Figure 1. Floorplan with the power grid (run 1).
The bar under the picture is 20 microns long. Pins as bars on the die edge. Tap cells in gray.
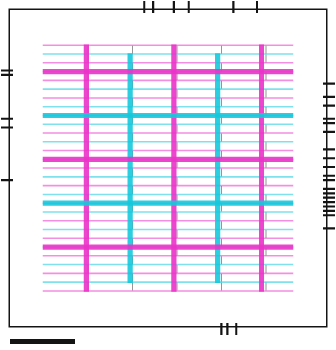
Figure 2. Placement by cell class (run 1).
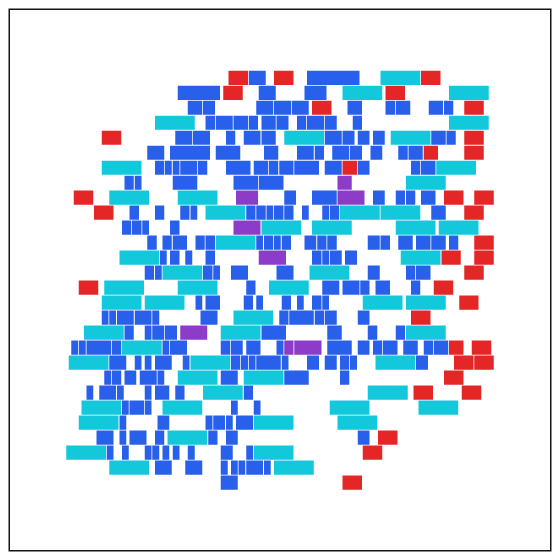
Figure 3. Clock distribution (run 1).
The bar under the picture is 20 microns long.
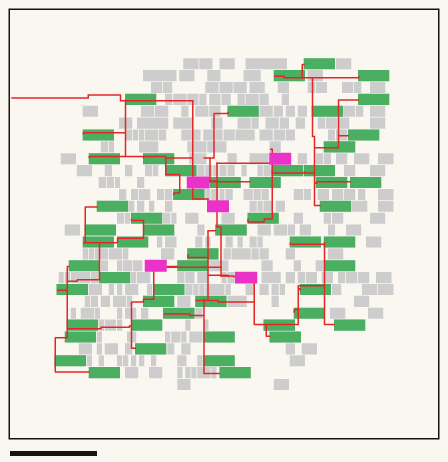
Figure 4. Wiring by layer (run 1).
The bar under the picture is 20 microns long. Two of the layers only.
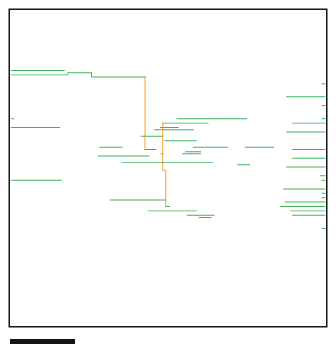
## src/rtl/rx_frame_ctrl_if.sv

```systemverilog
// rx_frame_ctrl_if: UART_rcv byte handshake plus held-frame outputs toward the consumer.
interface rx_frame_ctrl_if;
    logic [7:0] rx_data;
    logic       rx_rdy;
    logic       clr_rx_rdy;
    logic [7:0] cmd;
    logic [7:0] arg;
    logic       cmd_vld;
    logic       cmd_ack;
    logic       frm_err;
    logic       to_err;
    logic       ovr_err;
    modport master (
        output rx_data, rx_rdy, cmd_ack,
        input  clr_rx_rdy, cmd, arg, cmd_vld, frm_err, to_err, ovr_err
    );
    modport slave (
        input  rx_data, rx_rdy, cmd_ack,
        output clr_rx_rdy, cmd, arg, cmd_vld, frm_err, to_err, ovr_err
    );
endinterface

```

## src/rtl/rx_frame_ctrl.sv

```systemverilog
// rx_frame_ctrl: assembles SOF/CMD/ARG/CHK frames from UART_rcv into a one-entry held register.
module rx_frame_ctrl #(
    parameter logic [7:0] SOF    = 8'hA5,
    parameter int         TO_CYC = 100000,
    parameter int         TO_W   = 17
) (
    input logic           clk,
    input logic           rst,
    rx_frame_ctrl_if.slave bus
);
    typedef enum logic [1:0] {IDLE, GET_CMD, GET_ARG, GET_CHK} state_t;
    state_t          state;
    logic [TO_W-1:0] cnt;
    logic [7:0]      cmd_tmp;
    logic [7:0]      arg_tmp;
    logic [7:0]      sum;
    assign sum            = cmd_tmp + arg_tmp;
    assign bus.clr_rx_rdy = bus.rx_rdy & ~rst;
    always_ff @(posedge clk) begin
        if (rst) begin
            state       <= IDLE;
            cnt         <= '0;
            cmd_tmp     <= 8'h00;
            arg_tmp     <= 8'h00;
            bus.cmd     <= 8'h00;
            bus.arg     <= 8'h00;
            bus.cmd_vld <= 1'b0;
            bus.frm_err <= 1'b0;
            bus.to_err  <= 1'b0;
            bus.ovr_err <= 1'b0;
        end else begin
            bus.frm_err <= 1'b0;
            bus.to_err  <= 1'b0;
            bus.ovr_err <= 1'b0;
            if (bus.cmd_ack) bus.cmd_vld <= 1'b0;
            if (bus.rx_rdy) begin
                cnt <= '0;
                case (state)
                    IDLE: if (bus.rx_data == SOF) state <= GET_CMD;
                    GET_CMD: begin
                        cmd_tmp <= bus.rx_data;
                        state   <= GET_ARG;
                    end
                    GET_ARG: begin
                        arg_tmp <= bus.rx_data;
                        state   <= GET_CHK;
                    end
                    default: begin
                        state <= IDLE;
                        if (bus.rx_data == sum) begin
                            bus.cmd     <= cmd_tmp;
                            bus.arg     <= arg_tmp;
                            bus.cmd_vld <= 1'b1;
                            // a same-cycle ack retires the old frame, so nothing is lost
                            bus.ovr_err <= bus.cmd_vld & ~bus.cmd_ack;
                        end else begin
                            bus.frm_err <= 1'b1;
                        end
                    end
                endcase
            end else if (state == IDLE) begin
                cnt <= '0;
            end else if (cnt == TO_W'(TO_CYC - 1)) begin
                state      <= IDLE;
                cnt        <= '0;
                bus.to_err <= 1'b1;
            end else begin
                cnt <= cnt + 1'b1;
            end
        end
    end
endmodule

```

## src/flat_wrapper.sv

```systemverilog
// flat-port wrapper written by rule: the top's interface ports become plain ports
module rx_frame_ctrl_flat 
#(
    parameter logic [7:0] SOF    = 8'hA5,
    parameter int         TO_CYC = 100000,
    parameter int         TO_W   = 17
)
  (clk, rst, bus_rx_data, bus_rx_rdy, bus_cmd_ack, bus_clr_rx_rdy, bus_cmd, bus_arg, bus_cmd_vld, bus_frm_err, bus_to_err, bus_ovr_err);
  rx_frame_ctrl_if bus_i ();
  input logic clk;
  input logic rst;
  input wire logic [$bits(bus_i.rx_data)-1:0] bus_rx_data;
  input wire logic [$bits(bus_i.rx_rdy)-1:0] bus_rx_rdy;
  input wire logic [$bits(bus_i.cmd_ack)-1:0] bus_cmd_ack;
  output wire logic [$bits(bus_i.clr_rx_rdy)-1:0] bus_clr_rx_rdy;
  output wire logic [$bits(bus_i.cmd)-1:0] bus_cmd;
  output wire logic [$bits(bus_i.arg)-1:0] bus_arg;
  output wire logic [$bits(bus_i.cmd_vld)-1:0] bus_cmd_vld;
  output wire logic [$bits(bus_i.frm_err)-1:0] bus_frm_err;
  output wire logic [$bits(bus_i.to_err)-1:0] bus_to_err;
  output wire logic [$bits(bus_i.ovr_err)-1:0] bus_ovr_err;
  assign bus_i.rx_data = bus_rx_data;
  assign bus_i.rx_rdy = bus_rx_rdy;
  assign bus_i.cmd_ack = bus_cmd_ack;
  assign bus_clr_rx_rdy = bus_i.clr_rx_rdy;
  assign bus_cmd = bus_i.cmd;
  assign bus_arg = bus_i.arg;
  assign bus_cmd_vld = bus_i.cmd_vld;
  assign bus_frm_err = bus_i.frm_err;
  assign bus_to_err = bus_i.to_err;
  assign bus_ovr_err = bus_i.ovr_err;
  rx_frame_ctrl #(.SOF(SOF), .TO_CYC(TO_CYC), .TO_W(TO_W)) u_core (.clk(clk), .rst(rst), .bus(bus_i));
endmodule
```

## config.mk

```make
export PLATFORM = sky130hd
export DESIGN_NAME = rx_frame_ctrl_flat
export DESIGN_NICKNAME = d
export VERILOG_FILES = /design/src/rtl/rx_frame_ctrl_if.sv /design/src/rtl/rx_frame_ctrl.sv /design/src/flat_wrapper.sv
export SDC_FILE = /design/constraint.sdc
export NUM_CORES = 1
export LEC_CHECK = 0
export CAP_MARGIN = 20
export CORE_MARGIN = 10
export CORE_UTILIZATION = 45
export DETAILED_ROUTE_END_ITERATION = 10
export GPL_TIMING_DRIVEN = 1
export PLACE_DENSITY = 0.67
export SLEW_MARGIN = 5
export SYNTH_ARGS = -nofsm -noshare
export SYNTH_HDL_FRONTEND = slang
export SYNTH_SLANG_ARGS = --single-unit
export TNS_END_PERCENT = 50
```

## constraint.sdc

```tcl
create_clock -name clk -period 4.55 [get_ports clk]
set_clock_uncertainty 0.15 [all_clocks]
set_input_delay 0.455 -clock clk [delete_from_list [all_inputs] [get_ports clk]]
set_output_delay 0.455 -clock clk [all_outputs]
set_load 0.01 [all_outputs]
```

==> qor.yml, run 1 <==
logic_synthesis:
  synth-xor-area-share: 0.0928
  mux_area_frac: 0
  ff_type: "dfxtp_1"
  ys_sh_adder: 0.0622
  top_logic_kind: "simple AND/OR/NAND/NOR gates"
  yosysSeqAreaShare: 0.402
  ys_area_sq_um: 2740
  top_area_frac: 0.402
  syn-num-nets: 337
  synth_cells: 312
  async_flop_share: 0
  ys_warn_count: 0
  simple_gate_area_frac: 0.224
  synth_flops: 55
  topCellsByArea: "dfxtp_1 40%, a21oi_1 7.0%, xnor2_1 5.8%, ha_1 5.5%, nand4_1 5.0%"
  yosysTopAreaCell: "dfxtp_1"
  synth.avg_cell_area_sq_um: 8.77
  edf_count: 0
  aoi_share: 0.171
  top_cell: "dfxtp_1"
  ys_types: 45
  netlist_area_sq_um: 2740
  ys_cells: 312
  top_cells_by_count: "55 x dfxtp_1, 38 x a21oi_1, 27 x nand2_1, 27 x nor2_1, 23 x nand3_1"
layout:
  final_common_cell: "dfxtp_1"
  largest_reg_flops: 17
  lay_top_cells: "55 x dfxtp_1, 38 x a21oi_1, 32 x clkdlybuf4s50_1, 27 x nand2_1, 27 x nor2_1"
  nNonClkInverters: 5
  seq_area_sq_um: 1100
  comb_share: 0.477
  multiInputCombCellCount: 234
  n_all_buffers: 35
  fin_cells: 412
  n_sequential_cell: 55
  top_register: "u_core.cnt"
  fin_nets: 361
  final_layout_size_suffix_gt1_frac: 0.0534
  largest_cell_class: "combinational gates"
  clk_share: 0.0293
  comb_area_sq_um: 1510
  nClkBuffers: 5
  area_growth_pct: 15.3
  buf_share: 0.109
  antenna_cells: 0
clock_network:
  clkSlewWorstSetupHoldPaths_ns: 0.10
  clockBufferDepth: 2
  cts_repair_resize_count: 0
  cts_max_level: 2
  postCtsHoldBufs: 0
  clock-root-buffer: "clkbuf_8"
  cts_tree: "built"
  post_cts_buffers: 0
  cts_sinks: 55
flow_run:
  warnings: 29
  maxCapViolCount: 0
power:
  p_seq_uw: 481
  power.group.top: "sequential cells"
  intPower_uw: 609
  power_density_nw_per_um2: 254
  p_comb_uw: 41.5
  p_seq_frac: 0.600
  swShare: 0.240
  power_frac_comb: 0.052
  clk-power_uw: 279
  power.static_leakage_uw: 0.000992
  total_power_uw: 802
  p_switching_uw: 192
floorplan:
  dieArea_sq_um: 9600
  ioPinCount: 33
  tap-cell-count: 75
  initial_core_util: 0.462
worst_setup_path:
  required_ns: 4.65
  startpoint: "u_core.arg_tmp[0]"
  cp.arrival_ns: 3.09
  crit_buf_inv: 0
  rr_endpoint: "u_core.bus.arg[2]"
  reg2reg_setup_slack_ns: 1.56
  endpoint_kind: "flop"
  crit_path_frequent_cell: "xnor2_1"
  slowest_delay_ns: 0.65
  r2r.worst_path.cells: 8
  r2r-start: "u_core.arg_tmp[0]"
  cp.depth: 8
  critPathMaxFanout: 18
  worstPathCellList: "ha_1 -> fa_1 -> xnor2_1 -> xnor2_1 -> nor4_4 -> o2111a_1 -> nand4_1 -> a21oi_1"
  critPathSlowestCell: "o2111a_1"
  crit_type: "flop to flop"
  critical_path.top_delay_family: "AND-OR/OR-AND gates"
  worstSetupEndpoint: "u_core.bus.arg[2]"
  setup.worst_path.start_class: "flop"
grt:
  grt_use_met1: 0.174
  grt_util_all_layers: 0.126
  grt_use_met2: 0.189
  grt_pass1_wl_microns: 10500
  first_global_vias: 2098
  busiest_layer: "met2"
  antenna_found_initial: 0
  grt.met3_usage: 0.0374
  grt_max_degree: 39
  overflow: 0
route:
  drt_first_pass_iters: 4
  wl_met1_microns: 3030
  via_per_inst: 5.56
  wirelength_microns: 6210
  routed.top_layer: "met4"
  wl_met2_microns: 2710
  wl_per_cell_microns: 15.1
  drcViolationCount: 0
  vias: 2290
  drt_iter0_markers: 136
  met3_length_microns: 423
  ant_nets: 0
hold_path:
  hold_depth: 1
  hold_path_class: "flop to flop"
  hold_path_startpoint: "u_core.cnt[0]"
  worstHoldEndpoint: "u_core.cnt[0]"
sta:
  rsz0062_at_grt: "no"
  setup_viol: 0
  fin_ws_ns: 1.56
  fin_tns_setup_ns: 0
  final-hold-violation-count: 0
  slew_violations: 0
  fin_crit_sh: 0.658
  fin_crit_ns: 2.99
  fin_hold_ws_ns: 0.302
  worstMarginPinSlew_ns: 0.838
  max_slew_margin: 0.439
  max_freq_mhz: 334
placed_design:
  gp_congestion: 0.839
  dp_cells: 404
  placed_cell_area_sq_um: 3060
  portBuffers: 32
  place_hpwl_microns: 4590
run_status:
  run_status: "finished clean"
## Picture notes: Figure 1
legend:
  VSS:
    color: magenta
  VDD:
    color: cyan
met1 rails: 29
tap cells: 75
signal pins: 33
Die Width: 98.0 microns
Core ar.: 5920 sq um
height of the die: 98.0 microns
peak supply drop: 0.000133 V

## Picture notes: Figure 2
legend:
  remaining logic cells:
    color: blue
    cells: 239
    share_of_their_area: 50%
  registers:
    color: cyan
    cells: 55
    share_of_their_area: 36%
  clock drivers and dummy loads:
    color: purple
    cells: 8
    share_of_their_area: 3.0%
  remaining buffers and delay cells:
    color: red
    cells: 35
    share_of_their_area: 11%
share of the core filled with cells: 0.533
FP Rows: 28
sequential share of cell area: 0.349
Final Cell Area: 3160 sq um

## Picture notes: Figure 3
legend:
  flip-flops:
    color: green
    count: 55
  clock-net drivers:
    color: magenta
    count: 5
  clock wires:
    color: red
    length: 636 microns
routed clock nets: 6
Worst-Skew Late Latency: 0.31 ns
clock group share of total power: 0.348

## Picture notes: Figure 4
legend:
  M4:
    color: orange
    wire_length: 49.2 microns
  M3:
    color: green
    wire_length: 423 microns

Figure 5. Clock nets (run 1).
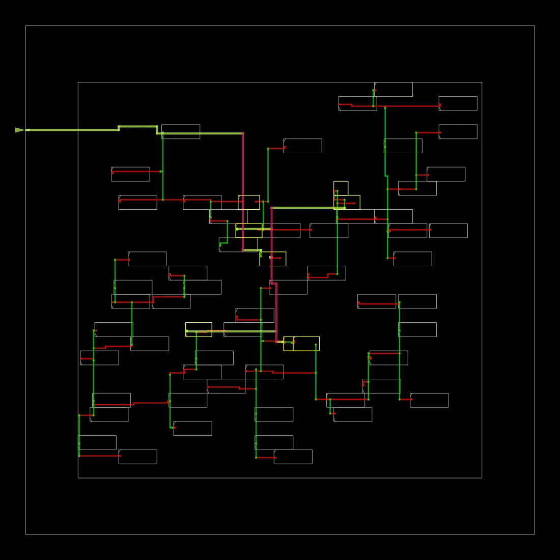

==> run 2, diff against run 1 <==
==> constraint.sdc (replaced) <==
create_clock -name clk -period 2.99 [get_ports clk]
set_clock_uncertainty 0.15 [all_clocks]
set_input_delay 0.299 -clock clk [delete_from_list [all_inputs] [get_ports clk]]
set_output_delay 0.299 -clock clk [all_outputs]
set_load 0.01 [all_outputs]
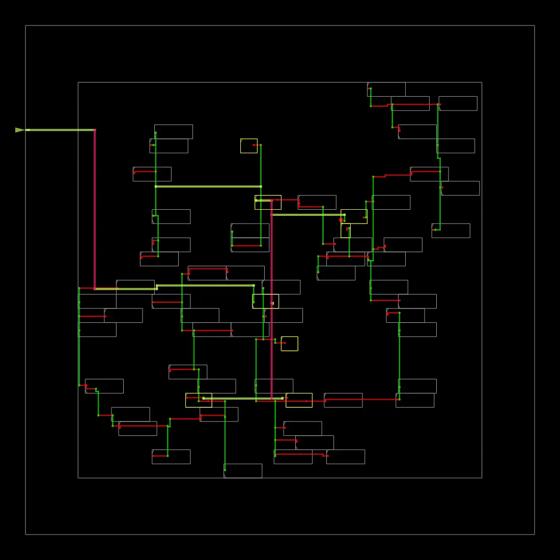
Figure 6: run 2, clock nets.
clk sinks: 55
Seq cells: 55

==> run 2 against run 1 <==
Critical path depth increased by 1. Combinational power increased by 58%. Flip-flop count unchanged. Count of clock-buffer cells in the layout unchanged. Critical endpoint is now u_core.bus.arg[0]. Highest routed layer unchanged.
==> qor.yml, run 2 <==
route:
  via_per_inst: 5.63  # was 5.56
  met3_length_microns: 441  # was 423 microns
  drt_iter0_markers: 124  # was 136
  ant_nets: 0  # unchanged
  wl_met1_microns: 3050  # was 3030 microns
  wirelength_microns: 6350  # was 6210 microns
  routed.top_layer: "met4"  # unchanged
  wl_per_cell_microns: 15.3  # was 15.1 microns
  wl_met2_microns: 2790  # was 2710 microns
  vias: 2338  # was 2,290
layout:
  seq_area_sq_um: 1100  # unchanged
  sh_seq_area: 0.345  # was 0.349
  area_growth_pct: 16.6  # was 15.3%
  nNonClkInverters: 5  # unchanged
  clk_share: 0.0286  # was 0.0293
  n_all_buffers: 38  # was 35
  fin_cells: 415  # was 412
  final_layout_size_suffix_gt1_frac: 0.0618  # was 0.0534
  largest_reg_flops: 17  # unchanged
  postLayoutCoreUtil: 0.539  # was 0.533
  nClkBuffers: 5  # unchanged
  comb_share: 0.472  # was 0.477
  lay_top_cells: "55 x dfxtp_1, 38 x a21oi_1, 32 x clkdlybuf4s50_1, 27 x nand2_1, 27 x nor2_1"  # unchanged
  final_common_cell: "dfxtp_1"  # unchanged
  buf_share: 0.118  # was 0.109
  top_register: "u_core.cnt"  # unchanged
  largest_cell_class: "combinational gates"  # unchanged
  comb_area_sq_um: 1510  # unchanged
logic_synthesis:
  simple_gate_area_frac: 0.224  # unchanged
  edf_count: 0  # unchanged
  netlist_area_sq_um: 2740  # unchanged
  synth.avg_cell_area_sq_um: 8.77  # unchanged
  synth_flops: 55  # unchanged
  mux_area_frac: 0  # unchanged
  ff_type: "dfxtp_1"  # unchanged
  yosysTopAreaCell: "dfxtp_1"  # unchanged
  syn-num-nets: 337  # unchanged
  topCellsByArea: "dfxtp_1 40%, a21oi_1 7.0%, xnor2_1 5.8%, ha_1 5.5%, nand4_1 5.0%"  # unchanged
  top_cells_by_count: "55 x dfxtp_1, 38 x a21oi_1, 27 x nand2_1, 27 x nor2_1, 23 x nand3_1"  # unchanged
  ys_area_sq_um: 2740  # unchanged
  top_logic_kind: "simple AND/OR/NAND/NOR gates"  # unchanged
  top_cell: "dfxtp_1"  # unchanged
  ys_sh_adder: 0.0622  # unchanged
floorplan:
  tap-cell-count: 75  # unchanged
  die_width_microns: 98.0  # unchanged
  initial_core_util: 0.462  # unchanged
  fp.dieH_microns: 98.0  # unchanged
  rows: 28  # unchanged
flow_run:
  warnings: 29  # unchanged
  maxCapViolCount: 0  # unchanged
power:
  intPower_uw: 927  # was 609 uW
  total_power_uw: 1220  # was 802 uW
  power_density_nw_per_um2: 382  # was 254 nW/um^2
  p_comb_uw: 65.4  # was 41.5 uW
  power.static_leakage_uw: 0.00102  # was 0.000992 uW
  p_switching_uw: 292  # was 192 uW
  p_seq_frac: 0.600  # about the same
  ir_drop_v: 0.000274  # was 0.000133 V
  power_frac_comb: 0.054  # was 0.052
  swShare: 0.240  # about the same
placed_design:
  gp_congestion: 0.903  # was 0.839
  portBuffers: 32  # unchanged
  dp_cells: 406  # was 404
  placed_cell_area_sq_um: 3080  # was 3060 sq um
worst_setup_path:
  worstSetupEndpoint: "u_core.bus.arg[0]"  # was u_core.bus.arg[2]
  critPathMaxFanout: 18  # unchanged
  cp.depth: 9  # was 8
  required_ns: 3.09  # was 4.65 ns
  crit_type: "flop to flop"  # unchanged
  rr_endpoint: "u_core.bus.arg[0]"  # was u_core.bus.arg[2]
  endpoint_kind: "flop"  # unchanged
  r2r-start: "u_core.arg_tmp[0]"  # unchanged
  reg2reg_setup_slack_ns: 0.29  # was 1.56 ns
  cp.arrival_ns: 2.80  # was 3.09 ns
  startpoint: "u_core.arg_tmp[0]"  # unchanged
  critical_path.top_delay_family: "adder cells"  # was AND-OR/OR-AND gates
  slowest_delay_ns: 0.51  # was 0.65 ns
sta:
  setup_viol: 0  # unchanged
  slew_violations: 0  # unchanged
  fin_tns_setup_ns: 0  # unchanged
  fin_crit_sh: 0.904  # was 0.658
  worstMarginPinSlew_ns: 0.564  # was 0.838 ns
  fin_crit_ns: 2.70  # was 2.99 ns
hold_path:
  hold_path_startpoint: "u_core.cnt[0]"  # unchanged
  hold_path_class: "flop to flop"  # unchanged
clock_network:
  clockBufferDepth: 2  # unchanged
  postCtsHoldBufs: 0  # unchanged
  cts_max_level: 2  # unchanged
  insertion_delay_ns: 0.31  # about the same
  post_cts_buffers: 0  # unchanged
  cts_repair_resize_count: 0  # unchanged
  cts_tree: "built"  # unchanged
  clkSlewWorstSetupHoldPaths_ns: 0.10  # about the same
grt:
  first_global_vias: 2217  # was 2,098
  grt.met3_usage: 0.0352  # was 0.0374
  overflow: 0  # unchanged
  busiest_layer: "met2"  # unchanged
  grt_util_all_layers: 0.129  # was 0.126
  grt_pass1_wl_microns: 10700  # was 10,500 microns
  grt_use_met1: 0.174  # about the same
run_status:
  run_status: "finished clean"  # unchanged
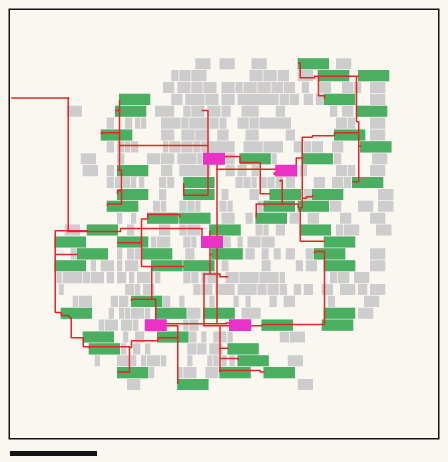
Figure 7: run 2, clock distribution.
The bar under the picture is 20 microns long.
legend:
  clock-net drivers:
    color: magenta
    count: 5
  clock wires:
    color: red
    length: 642 microns
  flip-flops:
    color: green
    count: 55
routed clock nets: 6

Power and IR drop assume default switching activity.
